File: src/rtl/mem_port_arbiter.sv
// ---------------------------------------------------------------------------
// mem_port_arbiter
//
// Purpose:
//   Shares one single-ported memory between the IF stage (instruction reads)
//   and the MEM stage (loads and stores). Only one access is in flight at a
//   time. A data request wins over an instruction request when both are
//   waiting in the same idle cycle.
//
//   Once an access is granted, its address, write strobe and write data are
//   captured. They are then driven unchanged onto the memory port until the
//   memory acknowledges the access or the wait counter expires. On
//   completion, read data is registered into the requester's result
//   register. A one-cycle done flag then releases that requester's stall.
//
//   If no acknowledge arrives within TIMEOUT grant cycles, the access is
//   aborted. The requester still sees a done cycle, with a zero result,
//   and bus_err pulses for that cycle.
//
// Parameters:
//   TIMEOUT     maximum number of grant cycles to wait for mem_ack (>= 1)
//
// Ports:
//   clk         in   1   clock, all state changes on the rising edge
//   rst_n       in   1   synchronous active-low reset
//   inst_req    in   1   IF stage instruction read request
//   inst_addr   in   32  instruction byte address
//   inst_data   out  32  registered instruction read result
//   inst_stall  out  1   IF stage must hold
//   data_ren    in   1   MEM stage load request
//   data_wen    in   1   MEM stage store request (wins over data_ren)
//   data_addr   in   32  data byte address
//   data_wdata  in   32  store data
//   data_rdata  out  32  registered load result
//   mem_stall   out  1   MEM stage must hold
//   mem_cs      out  1   shared memory port select
//   mem_we      out  1   shared memory port write strobe
//   mem_addr    out  32  shared memory port address
//   mem_wdata   out  32  shared memory port write data
//   mem_rdata   in   32  read data from memory
//   mem_ack     in   1   access completion from memory
//   bus_err     out  1   one-cycle pulse when an access is aborted on timeout
// ---------------------------------------------------------------------------
module mem_port_arbiter #(
   parameter int TIMEOUT = 255
) (
   input  logic        clk,
   input  logic        rst_n,
   input  logic        inst_req,
   input  logic [31:0] inst_addr,
   output logic [31:0] inst_data,
   output logic        inst_stall,
   input  logic        data_ren,
   input  logic        data_wen,
   input  logic [31:0] data_addr,
   input  logic [31:0] data_wdata,
   output logic [31:0] data_rdata,
   output logic        mem_stall,
   output logic        mem_cs,
   output logic        mem_we,
   output logic [31:0] mem_addr,
   output logic [31:0] mem_wdata,
   input  logic [31:0] mem_rdata,
   input  logic        mem_ack,
   output logic        bus_err
);

   localparam logic [1:0] IDLE     = 2'd0;
   localparam logic [1:0] GNT_DATA = 2'd1;
   localparam logic [1:0] GNT_INST = 2'd2;

   // The counter is at least 8 bits wide, and wider when TIMEOUT needs it.
   localparam int CNT_W = ($clog2(TIMEOUT + 1) > 8) ? $clog2(TIMEOUT + 1) : 8;
   localparam logic [CNT_W-1:0] TIMEOUT_M1 = CNT_W'(TIMEOUT - 1);

   logic [1:0]       r_state;
   logic [1:0]       w_nextState;
   logic [CNT_W-1:0] r_waitCnt;
   logic             r_memWe;
   logic [31:0]      r_memAddr;
   logic [31:0]      r_memWdata;
   logic [31:0]      r_instData;
   logic [31:0]      r_dataRdata;
   logic             r_instDone;
   logic             r_dataDone;
   logic             r_busErr;

   logic             w_dataReq;
   logic             w_granted;
   logic             w_expire;
   logic             w_finish;
   logic             w_grantData;
   logic             w_grantInst;

   // A load and a store are both a single data request. The port counts as
   // busy in either grant state. The access expires in the last allowed
   // grant cycle, but only when the memory does not acknowledge in that
   // same cycle: an acknowledge always wins over the timeout.
   assign w_dataReq = data_ren | data_wen;
   assign w_granted = (r_state != IDLE);
   assign w_expire  = w_granted & ~mem_ack & (r_waitCnt == TIMEOUT_M1);
   assign w_finish  = w_granted & (mem_ack | w_expire);

   // Next-state selection. In idle, a pending data request goes first. The
   // done flags block a request that is still held during its own done
   // cycle, so that the access is not issued twice. If the request is still
   // held one cycle later, it is treated as a new access.
   always_comb begin
      w_nextState = r_state;
      case (r_state)
         IDLE: begin
            if (w_dataReq && !r_dataDone) begin
               w_nextState = GNT_DATA;
            end else if (inst_req && !r_instDone) begin
               w_nextState = GNT_INST;
            end
         end
         GNT_DATA, GNT_INST: begin
            if (w_finish) begin
               w_nextState = IDLE;
            end
         end
         default: begin
            w_nextState = IDLE;
         end
      endcase
   end

   assign w_grantData = (r_state == IDLE) && (w_nextState == GNT_DATA);
   assign w_grantInst = (r_state == IDLE) && (w_nextState == GNT_INST);

   // State register. Reset returns to idle at once, so mem_cs drops in the
   // cycle after reset is seen. Any late acknowledge then arrives in idle
   // and is ignored.
   always_ff @(posedge clk) begin
      if (!rst_n) begin
         r_state <= IDLE;
      end else begin
         r_state <= w_nextState;
      end
   end

   // Request capture. The address, write strobe and write data are sampled
   // only at grant. The memory port then stays stable for the whole access,
   // even if the requester changes or withdraws its inputs. A request with
   // both data_ren and data_wen set is a store. Instruction fetches never
   // write.
   always_ff @(posedge clk) begin
      if (!rst_n) begin
         r_memWe    <= 1'b0;
         r_memAddr  <= 32'h0;
         r_memWdata <= 32'h0;
      end else if (w_grantData) begin
         r_memWe    <= data_wen;
         r_memAddr  <= data_addr;
         r_memWdata <= data_wdata;
      end else if (w_grantInst) begin
         r_memWe    <= 1'b0;
         r_memAddr  <= inst_addr;
         r_memWdata <= 32'h0;
      end
   end

   // Wait counter. It starts from zero at each grant and counts the grant
   // cycles that pass without an acknowledge. Once the access ends, the
   // value left in it does not matter until the next grant clears it.
   always_ff @(posedge clk) begin
      if (!rst_n) begin
         r_waitCnt <= '0;
      end else if (w_grantData || w_grantInst) begin
         r_waitCnt <= '0;
      end else if (w_granted && !mem_ack) begin
         r_waitCnt <= r_waitCnt + CNT_W'(1);
      end
   end

   // Result registers. A completed read loads the memory data into the
   // requester's register. A completed store leaves data_rdata unchanged.
   // An aborted access loads zero, so a stale value is never mistaken for
   // fresh data.
   always_ff @(posedge clk) begin
      if (!rst_n) begin
         r_instData  <= 32'h0;
         r_dataRdata <= 32'h0;
      end else begin
         if (r_state == GNT_INST) begin
            if (mem_ack) begin
               r_instData <= mem_rdata;
            end else if (w_expire) begin
               r_instData <= 32'h0;
            end
         end
         if (r_state == GNT_DATA) begin
            if (mem_ack && !r_memWe) begin
               r_dataRdata <= mem_rdata;
            end else if (w_expire) begin
               r_dataRdata <= 32'h0;
            end
         end
      end
   end

   // Done flags and the bus error pulse. All three are high only in the
   // cycle right after an access ends. They clear by themselves because
   // the next access cannot end in the cycle in which it is granted.
   always_ff @(posedge clk) begin
      if (!rst_n) begin
         r_instDone <= 1'b0;
         r_dataDone <= 1'b0;
         r_busErr   <= 1'b0;
      end else begin
         r_instDone <= (r_state == GNT_INST) && w_finish;
         r_dataDone <= (r_state == GNT_DATA) && w_finish;
         r_busErr   <= w_expire;
      end
   end

   // Stalls follow the request inputs in the same cycle, so a requester
   // sees its stall at once. The stalls are forced low while reset is
   // asserted, so the pipeline does not hold on a request the arbiter is
   // not serving.
   assign inst_stall = rst_n & inst_req & ~r_instDone;
   assign mem_stall  = rst_n & w_dataReq & ~r_dataDone;

   assign mem_cs     = w_granted;
   assign mem_we     = r_memWe;
   assign mem_addr   = r_memAddr;
   assign mem_wdata  = r_memWdata;
   assign inst_data  = r_instData;
   assign data_rdata = r_dataRdata;
   assign bus_err    = r_busErr;

endmodule

File: config.mk
export PLATFORM = sky130hd
export DESIGN_NAME = mem_port_arbiter
export DESIGN_NICKNAME = d
export VERILOG_FILES = /design/src/rtl/mem_port_arbiter.sv
export SDC_FILE = /design/constraint.sdc
export NUM_CORES = 1
export LEC_CHECK = 0
export ABC_AREA = 1
export ABC_CLOCK_PERIOD_IN_PS = 2700
export CAP_MARGIN = 20
export CORE_ASPECT_RATIO = 0.75
export CORE_MARGIN = 2
export CORE_UTILIZATION = 41
export CTS_BUF_LIST = sky130_fd_sc_hd__clkbuf_16
export DETAILED_ROUTE_END_ITERATION = 12
export PLACE_DENSITY_LB_ADDON = 0.15
export SLEW_MARGIN = 15
export SYNTH_ARGS = -nofsm -noshare
export SYNTH_HDL_FRONTEND = slang
export SYNTH_SLANG_ARGS = --single-unit
File: constraint.sdc
create_clock -name clk -period 2.7 [get_ports clk]
set_input_delay 0.405 -clock clk [delete_from_list [all_inputs] [get_ports clk]]
set_output_delay 0.405 -clock clk [all_outputs]
set_load 0.05 [all_outputs]
### Congestion heat map

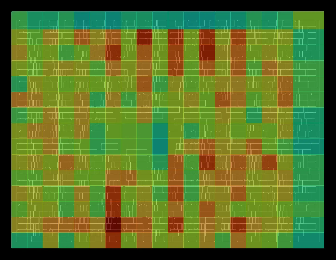
post-layout util: 68.45%
met2 Track Usage GR: 36.56%

### Clock wires, drivers and flops

Bar = 50 µm.
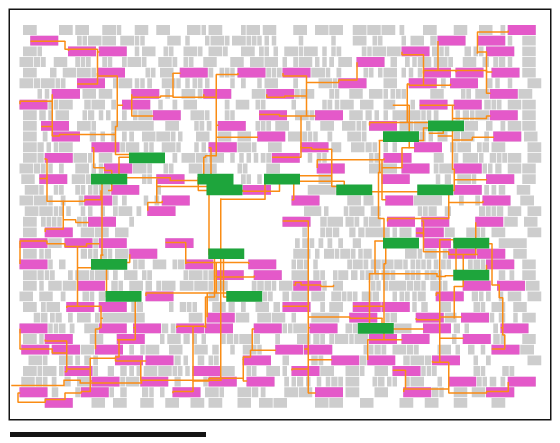
[magenta] flip-flops | count: 142
[orange] clock wires | length: 1830 µm
[green] clock drivers | count: 17
routed clock nets	18

### Signal wires on met4

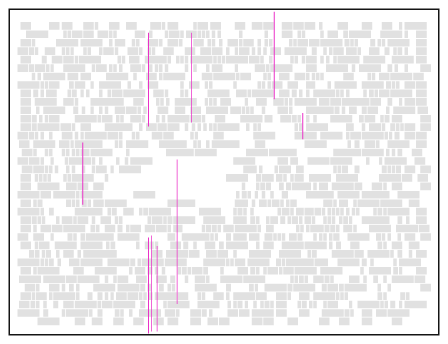
nets with wire on the layer	8
share of all routed wire	1.5%
Post-Route WL: 16320 µm
via count: 5614

### Where the registers sit

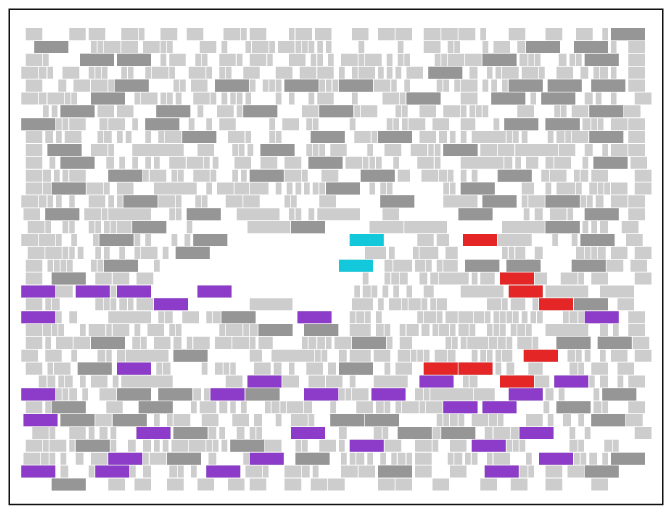
colour	signal	sequential cells
red	`r_waitCnt`	8
cyan	`r_state`	2
purple	`data_rdata`	32

### Pin placement

Pins as bars across the die edge, other pins in grey.
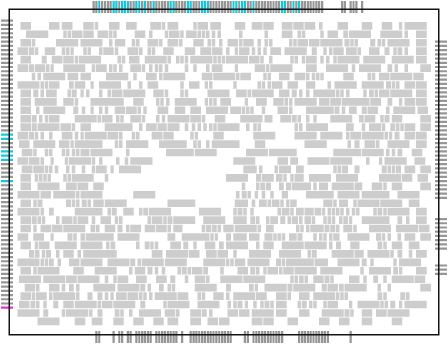
colour	port	pins	direction	edge
magenta	`clk`	1	input	left
cyan	`inst_addr`	32	input	26 top, 6 left
all pins by edge	87 top, 69 left, 62 bottom, 49 right
Die Span Y: 104.4 µm
number of I/O port buffers: 266
die width: 137.9 µm

==> notes.md <==
run results: outcome=complete, no violations, Comb area=2390 µm², Synth Seq Share=between 50% and 60%, Floorplan Utilization=~42%, Setup TNS=0 ns, # setup viols final=0, most area-hungry cell type in the Yosys netlist=dfxtp_1, Final WS setup=roughly 0.23 ns, Log Warnings=30, # Cells Yosys=approximately 770, CTS tree=done, Critical Path Fanout Max=5, design area=~8900 µm², Worst Hold Class=reg2reg, diodes inserted=0, RSZ-0062 raised after global routing=no, CTS Buffer Depth=2, Post-Syn Nets=approximately 900, Bufs and invs on worst path=3, vias per inst=approximately 4.7, max-slew violations=0, initial antenna violation count=0, later-pin clock latency in the skew report=just over 0.4 ns, average wire per standard cell=around 14 µm, WS Path Type=reg2out, Min Hold Slack=around 0.45 ns, pin count of the biggest net entering global routing=~55, delay of the slowest cell on the worst path=0.81 ns, Layout Area Growth over Synthesis=62.30%, global-route wire length before repair=approximately 26000 µm, Antenna Violating Nets Remaining=0, leak pwr=between 3 and 4 nW, Worst setup EP type=primary output, DRC errors left=0, syn_area_per_cell=approximately 7 µm²
## path summary, 6_finish.rpt
check	start	endpoint	slack, ns	cells after the start
worst max-delay path	r_state[0]	mem_cs	0.23	4
worst min-delay path	mem_wdata[28]	mem_wdata[28]	0.45	2
worst max register to register	r_state[0]	mem_addr[9]	0.32	16
worst min register to register	mem_wdata[28]	mem_wdata[28]	0.45	2
## registers in the layout, summed over array words and instances (netlist names)
name        count
r_waitCnt       8
r_state         2
data_rdata     32
r_dataDone      1
inst_data      32
mem_addr       32
mem_wdata      32
mem_we          1
bus_err         1
r_instDone      1
## report_power, final
part	total, mW	switching [mW]	internal (mW)
registers	2.42	0.111	2.31
clock network	2.33	0.959	1.37
logic	2.09	1.35	0.746
## stage by stage
step                      util [%]  std cells
after floorplan                  -        765
after detailed placement     63.91       1173
after CTS                    68.40       1205
final                        68.45       1205
after global placement       63.91       1173
after global routing         68.45       1205
## worst register-to-register path: stages (launching register included)
cell	delay (ns)
dfxtp_1	0.41
inv_1	0.09
ha_1	0.23
inv_2	0.12
nand2_2	0.07
nor2_1	0.13
nand2_2	0.08
nand2_1	0.09
nand2_1	0.09
nand2_1	0.08
nand2_2	0.08
nand3_1	0.16
nand3_4	0.17
inv_4	0.15
buf_12	0.20
nand2_1	0.10
nand2_1	0.07
## kinds of logic (layout without fill, tap and decap cells)
| logic type | after synthesis | after routing | synth area share [%] |
|---|---|---|---|
| XOR/XNOR | 5 | 5 | 0.7951 |
| AND-OR/OR-AND | 71 | 71 | 6.564 |
| buffers and inverters | 60 | 329 | 5.201 |
| adder cells (fa/ha/maj) | 6 | 6 | 1.363 |
| AND/OR/NAND/NOR | 481 | 481 | 34.48 |
| flip-flops | 142 | 142 | 51.60 |
## final cells by class
type / instances / share of cell area (%)
Sequential cell: 142 / 31.79
Timing Repair Buffer: 280 / 31.78
Multi-Input combinational cell: 563 / 26.73
Clock buffer: 17 / 4.758
Tap cell: 171 / 2.393
Clock inverter: 15 / 1.805
Inverter: 17 / 0.7417
## metal layers
metal | track usage, % | vias up | part of all wire (%)
met1 | 28.00 | 2511 | 43
li1 | - | 2900 | -
met2 | 36.56 | 185 | 47
met4 | 7.216 | 0 | 1.5
met5 | 0 | - | 0
met3 | 8.382 | 18 | 8.6
## synth_stat cells, types with 2 or more instances
cell type / count
nand4_1: 2
a21oi_1: 68
nor3_1: 5
buf_2: 13
inv_1: 13
nor2_1: 18
nand2_2: 3
xor2_1: 3
dfxtp_1: 142
nand3_1: 38
inv_2: 4
nand2_1: 411
ha_1: 6
xnor2_1: 2
clkbuf_1: 23
buf_6: 6
Power and IR drop assume default switching activity.
